Fig. 1: run 1, metal 1
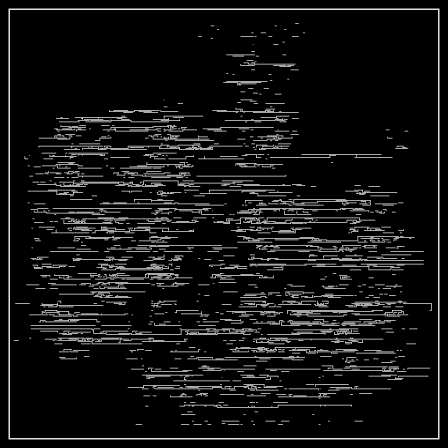
Fig. 2: run 1, met2 routing
The bar under the picture is 50 µm long.
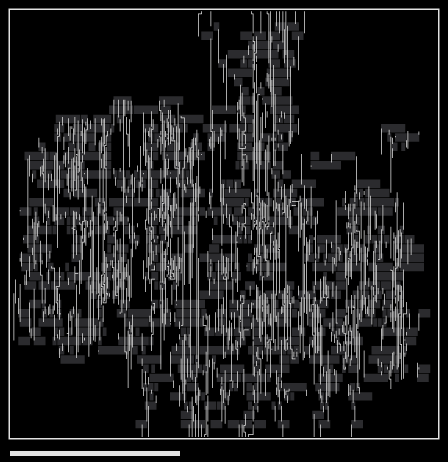
Fig. 3: run 1, M3 wires
The bar under the picture is 50 µm long.
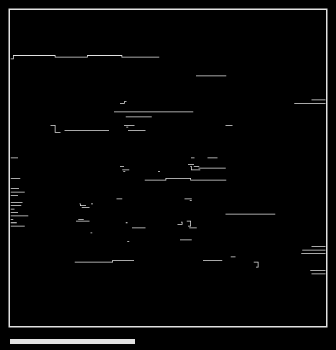
**config.mk**
```make
export PLATFORM = sky130hd
export DESIGN_NAME = pulse_scheduler
export DESIGN_NICKNAME = d
export VERILOG_FILES = /design/src/rtl/pulse_scheduler.sv
export SDC_FILE = /design/constraint.sdc
export NUM_CORES = 1
export LEC_CHECK = 0
export CAP_MARGIN = 20
export CORE_MARGIN = 2
export CORE_UTILIZATION = 33
export DETAILED_ROUTE_END_ITERATION = 6
export GPL_ROUTABILITY_DRIVEN = 0
export SETUP_SLACK_MARGIN = 0.4
export SLEW_MARGIN = 40
export SYNTH_ARGS = -nofsm -noshare
export SYNTH_HDL_FRONTEND = slang
export SYNTH_SLANG_ARGS = --single-unit
```
**constraint.sdc**
```tcl
create_clock -name CLK -period 4.84 [get_ports CLK]
set_input_delay 0.484 -clock CLK [delete_from_list [all_inputs] [get_ports CLK]]
set_output_delay 0.484 -clock CLK [all_outputs]
set_load 0.02 [all_outputs]
```
**src/rtl/pulse_scheduler.sv**
```systemverilog
// Round-robin pulse scheduler for the LFM/PSK generators: grants one request at a time,
// strobes the generator, steers the output mux, and enforces a watchdog and a guard gap.
module pulse_scheduler #(
  parameter int GUARD_W   = 16,
  parameter int TIMEOUT_W = 20
) (
  input  logic                 CLK,
  input  logic                 RESET,
  input  logic                 REQ_LFM,
  input  logic                 REQ_PSK,
  input  logic                 DONE_LFM,
  input  logic                 DONE_PSK,
  input  logic [GUARD_W-1:0]   GUARD_CYCLES,
  input  logic [TIMEOUT_W-1:0] TIMEOUT_CYCLES,
  input  logic                 CLR_ERR,
  output logic                 START_LFM,
  output logic                 START_PSK,
  output logic [1:0]           SEL,
  output logic                 OUT_EN,
  output logic                 BUSY,
  output logic                 TIMEOUT_ERR
);

  typedef enum logic [1:0] {S_IDLE, S_START, S_RUN, S_GUARD} state_t;

  localparam logic                 CH_LFM = 1'b0;
  localparam logic                 CH_PSK = 1'b1;
  localparam logic [GUARD_W-1:0]   G_ONE  = GUARD_W'(1);
  localparam logic [TIMEOUT_W-1:0] T_ONE  = TIMEOUT_W'(1);

  state_t               state_q, state_d;
  logic                 grant_q, grant_d;
  logic                 last_q, last_d;
  logic [GUARD_W-1:0]   guard_len_q, guard_len_d;
  logic [GUARD_W-1:0]   guard_cnt_q, guard_cnt_d;
  logic [TIMEOUT_W-1:0] timeout_q, timeout_d;
  logic [TIMEOUT_W-1:0] run_cnt_q, run_cnt_d;
  logic                 wd_fire_q, wd_fire_d;

  logic                 start_lfm_q, start_lfm_d;
  logic                 start_psk_q, start_psk_d;
  logic [1:0]           sel_q, sel_d;
  logic                 out_en_q, out_en_d;
  logic                 busy_q, busy_d;
  logic                 err_q, err_d;

  logic done_granted;
  logic wd_expire;
  logic guard_last;

  assign done_granted = (grant_q == CH_PSK) ? DONE_PSK : DONE_LFM;
  assign wd_expire    = (timeout_q != '0) && (run_cnt_q == timeout_q - T_ONE);
  assign guard_last   = (guard_len_q == '0) || (guard_cnt_q == guard_len_q - G_ONE);

  always_comb begin
    state_d     = state_q;
    grant_d     = grant_q;
    last_d      = last_q;
    guard_len_d = guard_len_q;
    guard_cnt_d = guard_cnt_q;
    timeout_d   = timeout_q;
    run_cnt_d   = run_cnt_q;
    wd_fire_d   = 1'b0;

    case (state_q)
      S_IDLE: begin
        if (REQ_LFM || REQ_PSK) begin
          grant_d     = (REQ_LFM && REQ_PSK) ? ~last_q : REQ_PSK;
          guard_len_d = GUARD_CYCLES;
          timeout_d   = TIMEOUT_CYCLES;
          state_d     = S_START;
        end
      end
      S_START: begin
        run_cnt_d = '0;
        state_d   = S_RUN;
      end
      S_RUN: begin
        if (run_cnt_q != '1) begin
          run_cnt_d = run_cnt_q + T_ONE;
        end
        // A stop strobe coinciding with expiry counts as a clean stop.
        if (done_granted || wd_expire) begin
          state_d     = S_GUARD;
          last_d      = grant_q;
          guard_cnt_d = '0;
          wd_fire_d   = ~done_granted;
        end
      end
      S_GUARD: begin
        if (guard_last) begin
          state_d = S_IDLE;
        end else begin
          guard_cnt_d = guard_cnt_q + G_ONE;
        end
      end
      default: state_d = S_IDLE;
    endcase

    // Outputs are registered copies of the current state's decode, one cycle behind it.
    start_lfm_d = (state_q == S_START) && (grant_q == CH_LFM);
    start_psk_d = (state_q == S_START) && (grant_q == CH_PSK);
    out_en_d    = (state_q == S_START) || (state_q == S_RUN);
    sel_d       = out_en_d ? ((grant_q == CH_PSK) ? 2'b10 : 2'b01) : 2'b00;
    busy_d      = (state_q != S_IDLE);
    err_d       = wd_fire_q ? 1'b1 : (CLR_ERR ? 1'b0 : err_q);
  end

  always_ff @(posedge CLK) begin
    if (RESET) begin
      state_q     <= S_IDLE;
      grant_q     <= CH_LFM;
      last_q      <= CH_PSK;
      guard_len_q <= '0;
      guard_cnt_q <= '0;
      timeout_q   <= '0;
      run_cnt_q   <= '0;
      wd_fire_q   <= 1'b0;
      start_lfm_q <= 1'b0;
      start_psk_q <= 1'b0;
      sel_q       <= 2'b00;
      out_en_q    <= 1'b0;
      busy_q      <= 1'b0;
      err_q       <= 1'b0;
    end else begin
      state_q     <= state_d;
      grant_q     <= grant_d;
      last_q      <= last_d;
      guard_len_q <= guard_len_d;
      guard_cnt_q <= guard_cnt_d;
      timeout_q   <= timeout_d;
      run_cnt_q   <= run_cnt_d;
      wd_fire_q   <= wd_fire_d;
      start_lfm_q <= start_lfm_d;
      start_psk_q <= start_psk_d;
      sel_q       <= sel_d;
      out_en_q    <= out_en_d;
      busy_q      <= busy_d;
      err_q       <= err_d;
    end
  end

  assign START_LFM   = start_lfm_q;
  assign START_PSK   = start_psk_q;
  assign SEL         = sel_q;
  assign OUT_EN      = out_en_q;
  assign BUSY        = busy_q;
  assign TIMEOUT_ERR = err_q;

endmodule

```
==> run notes, run 1 <==
flow finished, numbers: drt first pass iters 4, fin worst setup slack 0.939 ns, AND-OR/OR-AND share of the synthesized area 0.191, Max Slew Vio Count 0, diodes inserted 0, post-cts resize count 0, Combinational Area 3030 µm², first-pass GRT wire length 21.1 mm, Initial DRC Count 199, CTS root buf clkbuf_16, Ports 50, Synth Area in Adders 0.0204, Synth Seq Share 0.343, stage-log warning count 29, FF-to-FF path depth 11, status finished, final reports clean, Post-synth top flop dfxtp_1, initial antenna violation count 0, main logic family after synthesis simple AND/OR/NAND/NOR gates, Synth area leader dfxtp_1, Clock Latency Late Sink 0.35 ns, vias in the first global route 4489, clk sinks 84, distinct lib cells 66, TNS Setup 0 ns, Top-area cell share 0.343, Yosys Chip Area 4900 µm², DRC Markers 0, cells in synth_stat.txt 627, WP data arrival 4.15 ns, worst rel slew slack 0.484, Synth Net Count 678, Vias/cell 5.39, core area 14500 µm², Final Cell Area 5770 µm², Synth flops 84
## Picture notes: Fig. 1
share of all routed wire: 45%
wire length on this layer: 5510 µm
longest straight run: 31.7 µm
main direction: horizontal
nets with wire on the layer: 651

## Picture notes: Fig. 2
share of all routed wire: 49%
nets with wire on the layer: 583
main direction: vertical

## Picture notes: Fig. 3
main direction: horizontal
nets with wire on the layer: 45
routing usage on met3: 0.0353
final WL: 12.2 mm

run 1: worst max-delay path: stages (launching register included):
cell and delay, ns:
dfxtp_1 0.35, inv_1 0.09, ha_1 0.31, or4b_1 0.52
or3_4 0.38, nor4_1 0.28, nand3_1 0.15, a211oi_2 0.26
nand4_2 0.22, a22oi_4 0.72, a31oi_1 0.20, a311oi_1 0.29
run 1: where the power goes:
part / switching [mW] / leakage (nW) / internal (mW)
Sequential: 0.131 / 0.685 / 0.787
Combinational: 0.684 / 1.26 / 0.459
Clock: 0.268 / 0.125 / 0.355
Total: 1.08 / 2.06 / 1.60
run 1: cell families after synthesis:
family                   Yosys count
AND-OR/OR-AND                    140
buffers and inverters             50
flip-flops                        84
multiplexers                       4
XOR/XNOR                          55
adder cells (fa/ha/maj)            8
AND/OR/NAND/NOR                  286
run 1: sequential cells by signal, summed over array words and instances (netlist names), 2 cells and up:
name         cells
run_cnt_q       20
timeout_q       20
guard_cnt_q     16
guard_len_q     16
SEL              2
state_q          2
run 1: synth_stat cells, types with 3 or more instances:
cell type  number
nand2_1       109
dfxtp_1        84
a21oi_1        54
nor2_1         47
clkbuf_1       32
xnor2_1        28
o21ai_0        26
xor2_1         26
nor3_1         17
inv_1          14
nand3_1        14
and3_1         13
a31oi_1        12
nor4_1         11
a311oi_1       10
nand4_1        10
nand2b_1        9
nor2b_1         9
ha_1            8
or3_1           8
and2_1          5
a311oi_2        4
mux2i_1         4
nor3b_1         4
and3b_1         3
and4_1          3
nand3b_1        3
nor4b_1         3
nor4bb_1        3
or4_1           3
run 1: per-layer routing:
layer / vias up / routed length, µm
li1: 2295 / -
met1: 2132 / 5510
met2: 82 / 5990
met3: 28 / 407
met4: 0 / 326
met5: - / 0
run 1: through the flow:
| stage | std cells | total power, mW | hold slack, ns |
|---|---|---|---|
| 2_1_floorplan | 627 | 1.79 | 0.413 |
| 3_3_place_gp | 828 | 2.03 | 0.429 |
| 3_5_place_dp | 828 | 2.07 | 0.449 |
| 4_1_cts | 842 | 2.70 | 0.462 |
| 5_1_grt | 842 | 2.90 | 0.502 |
| 6_report | 842 | 2.68 | 0.450 |
run 1: final cells by class:
cell class / instances / share of cell area
Clock buffer: 12 / 0.0427
Multi-Input combinational cell: 493 / 0.525
Inverter: 14 / 0.00911
Clock inverter: 2 / 0.00217
Sequential cell: 84 / 0.291
Timing Repair Buffer: 53 / 0.0894
Tap cell: 184 / 0.0399
run 1: final timing paths:
check / startpoint / to / slack, ns
max reg2reg: timeout_q[0] / guard_cnt_q[3] / 0.94
min: wd_fire_q / TIMEOUT_ERR / 0.45
min reg2reg: wd_fire_q / TIMEOUT_ERR / 0.45
max: timeout_q[0] / guard_cnt_q[3] / 0.94
Fig. 4: run 1, routing congestion map
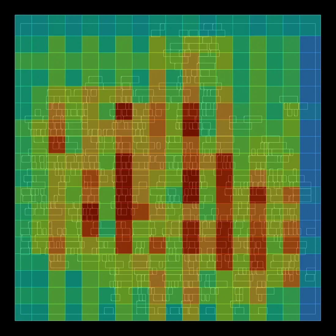

==> inputs of run 2 (changes only) <==
clock period = 3.3 ns   (was 4.84 ns; I/O delays follow)
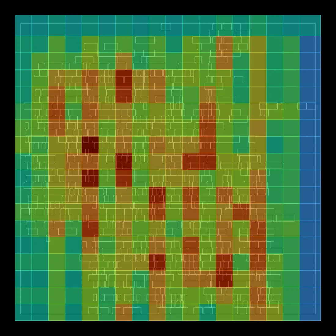
Fig. 5. Routing congestion map (run 2).
GRT busiest layer: met2
routing usage on met3: 0.0263
DR WL/cell: 15.1 µm
All-Layer GR Usage: 0.166

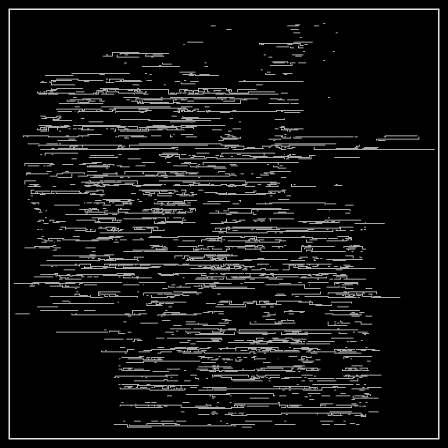
Fig. 6. Metal 1 (run 2).
longest straight run: 35.4 µm
nets with wire on the layer: 666
share of all routed wire: 46%
main direction: horizontal

==> run notes, run 2 <==
flow finished, numbers: CP cell instances inv_4 -> ha_4 -> or4b_4 -> or3_4 -> nor3_2 -> xnor2_1 -> a211oi_2 -> nand4_2 -> a22oi_4 -> buf_6 -> buf_16 -> a21boi_1 -> o32ai_2, count leader, synth nand2_1, Net Sw Power 1.78 mW (+64%), fin worst setup slack 0.115 ns (-0.824 ns), core area 14500 µm² (unchanged), FF-to-FF path depth 13 (+2), Hold Path Sink TIMEOUT_ERR, Vias/cell 5.33 (-1.2%), Top-area cell share 0.343 (unchanged), Critical R2R Capture guard_cnt_q[10], status finished, final reports clean, Regs by FF count run_cnt_q (20), timeout_q (20), Synth Net Count 678 (unchanged), worst hold path startpoint wd_fire_q, DRC Markers 0 (unchanged), flop-to-flop setup slack 0.12 ns (-0.82 ns), stage-log warning count 31 (+6.9%), switch share 0.405 (+0.00115), Ports 50 (unchanged), Clk network pwr share 0.204 (-0.028), CTS root buf clkbuf_16, diodes inserted 0 (unchanged), Synth Seq Share 0.343 (unchanged), Initial DRC Count 225 (+13%), distinct lib cells 66 (unchanged), Final Cell Area 6290 µm² (+9.1%)
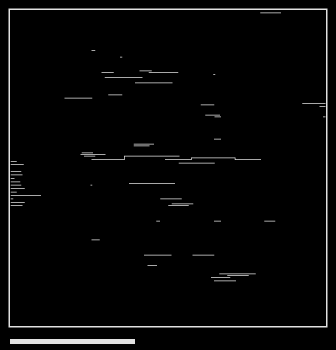
Fig. 7. M3 wires (run 2).
The bar under the picture is 50 µm long.
main direction: horizontal
longest straight run: 21.9 µm

==> run 2: layout make-up <==
type                    count  area (µm²)
repair buffers             76         752
flip-flops and latches     84        1690
clock buffers              12         236
multi-input cells         493        3310
well taps                 184         230
clock inverters             3        15.0
fillers                  1484        8240
inverters                  14        55.1
==> run 2: worst max-delay path: cells and delay by family (launching register included) <==
kind | cells | cell delay, ns
AND/OR/NAND/NOR | 4 | 1.25
AND-OR/OR-AND | 4 | 0.85
flip-flops | 1 | 0.35
buffers and inverters | 3 | 0.34
adder cells (fa/ha/maj) | 1 | 0.15
XOR/XNOR | 1 | 0.10
==> run 2: repair_timing <==
action                     4_1_cts  5_1_grt
gates cloned                     2        0
setup endpoints to repair       18       19
resized                         29       27
pin swaps                       12        9
buffers inserted                 8        4
==> run 2: metal layers <==
| metal | wire, µm | track usage | vias up |
|---|---|---|---|
| met5 | 0 | 0 | - |
| met4 | 248 | 0.0685 | 0 |
| met3 | 391 | 0.0263 | 16 |
| met2 | 6450 | 0.282 | 82 |
| met1 | 5990 | 0.208 | 2176 |
| li1 | - | - | 2338 |
==> run 2: logic make-up (layout without fill, tap and decap cells) <==
group | count (synthesis) | count (layout) | share of synthesized area
simple gates | 286 | 286 | 0.296
xor+xnor | 55 | 55 | 0.101
compound gates | 140 | 140 | 0.191
fa+ha+maj | 8 | 8 | 0.0204
flops | 84 | 84 | 0.343
buf+inv | 50 | 105 | 0.0411
mux | 4 | 4 | 0.00816
==> run 2: stage by stage <==
| stage | total power, mW | cells | TNS, ns |
|---|---|---|---|
| 2_1_floorplan | 2.65 | 627 | 0 |
| 5_1_grt | 4.71 | 866 | -0.0686 |
| 3_3_place_gp | 3.11 | 837 | 0 |
| 6_report | 4.40 | 866 | 0 |
| 3_5_place_dp | 3.15 | 837 | 0 |
| 4_1_cts | 4.29 | 862 | 0 |
==> run 2: power by group through the flow <==
stage                     Sequential (mW)  Clock, mW  Combinational (mW)
after floorplan                      1.31          0                1.34
after global placement               1.36          0                1.75
after detailed placement             1.36          0                1.79
after CTS                            1.34      0.920                2.03
after global routing                 1.38      0.968                2.36
final                                1.36      0.897                2.15
==> run 2: worst max path at each step <==
stage / start / to / cells past startpoint
3_5_place_dp: timeout_q[0] / guard_cnt_q[13] / 12
5_1_grt: guard_len_q[0] / guard_cnt_q[9] / 14
3_3_place_gp: timeout_q[0] / guard_cnt_q[14] / 12
6_report: timeout_q[0] / guard_cnt_q[10] / 13
4_1_cts: guard_len_q[0] / guard_cnt_q[9] / 14
2_1_floorplan: timeout_q[0] / guard_cnt_q[12] / 12
Power and IR drop assume default switching activity.
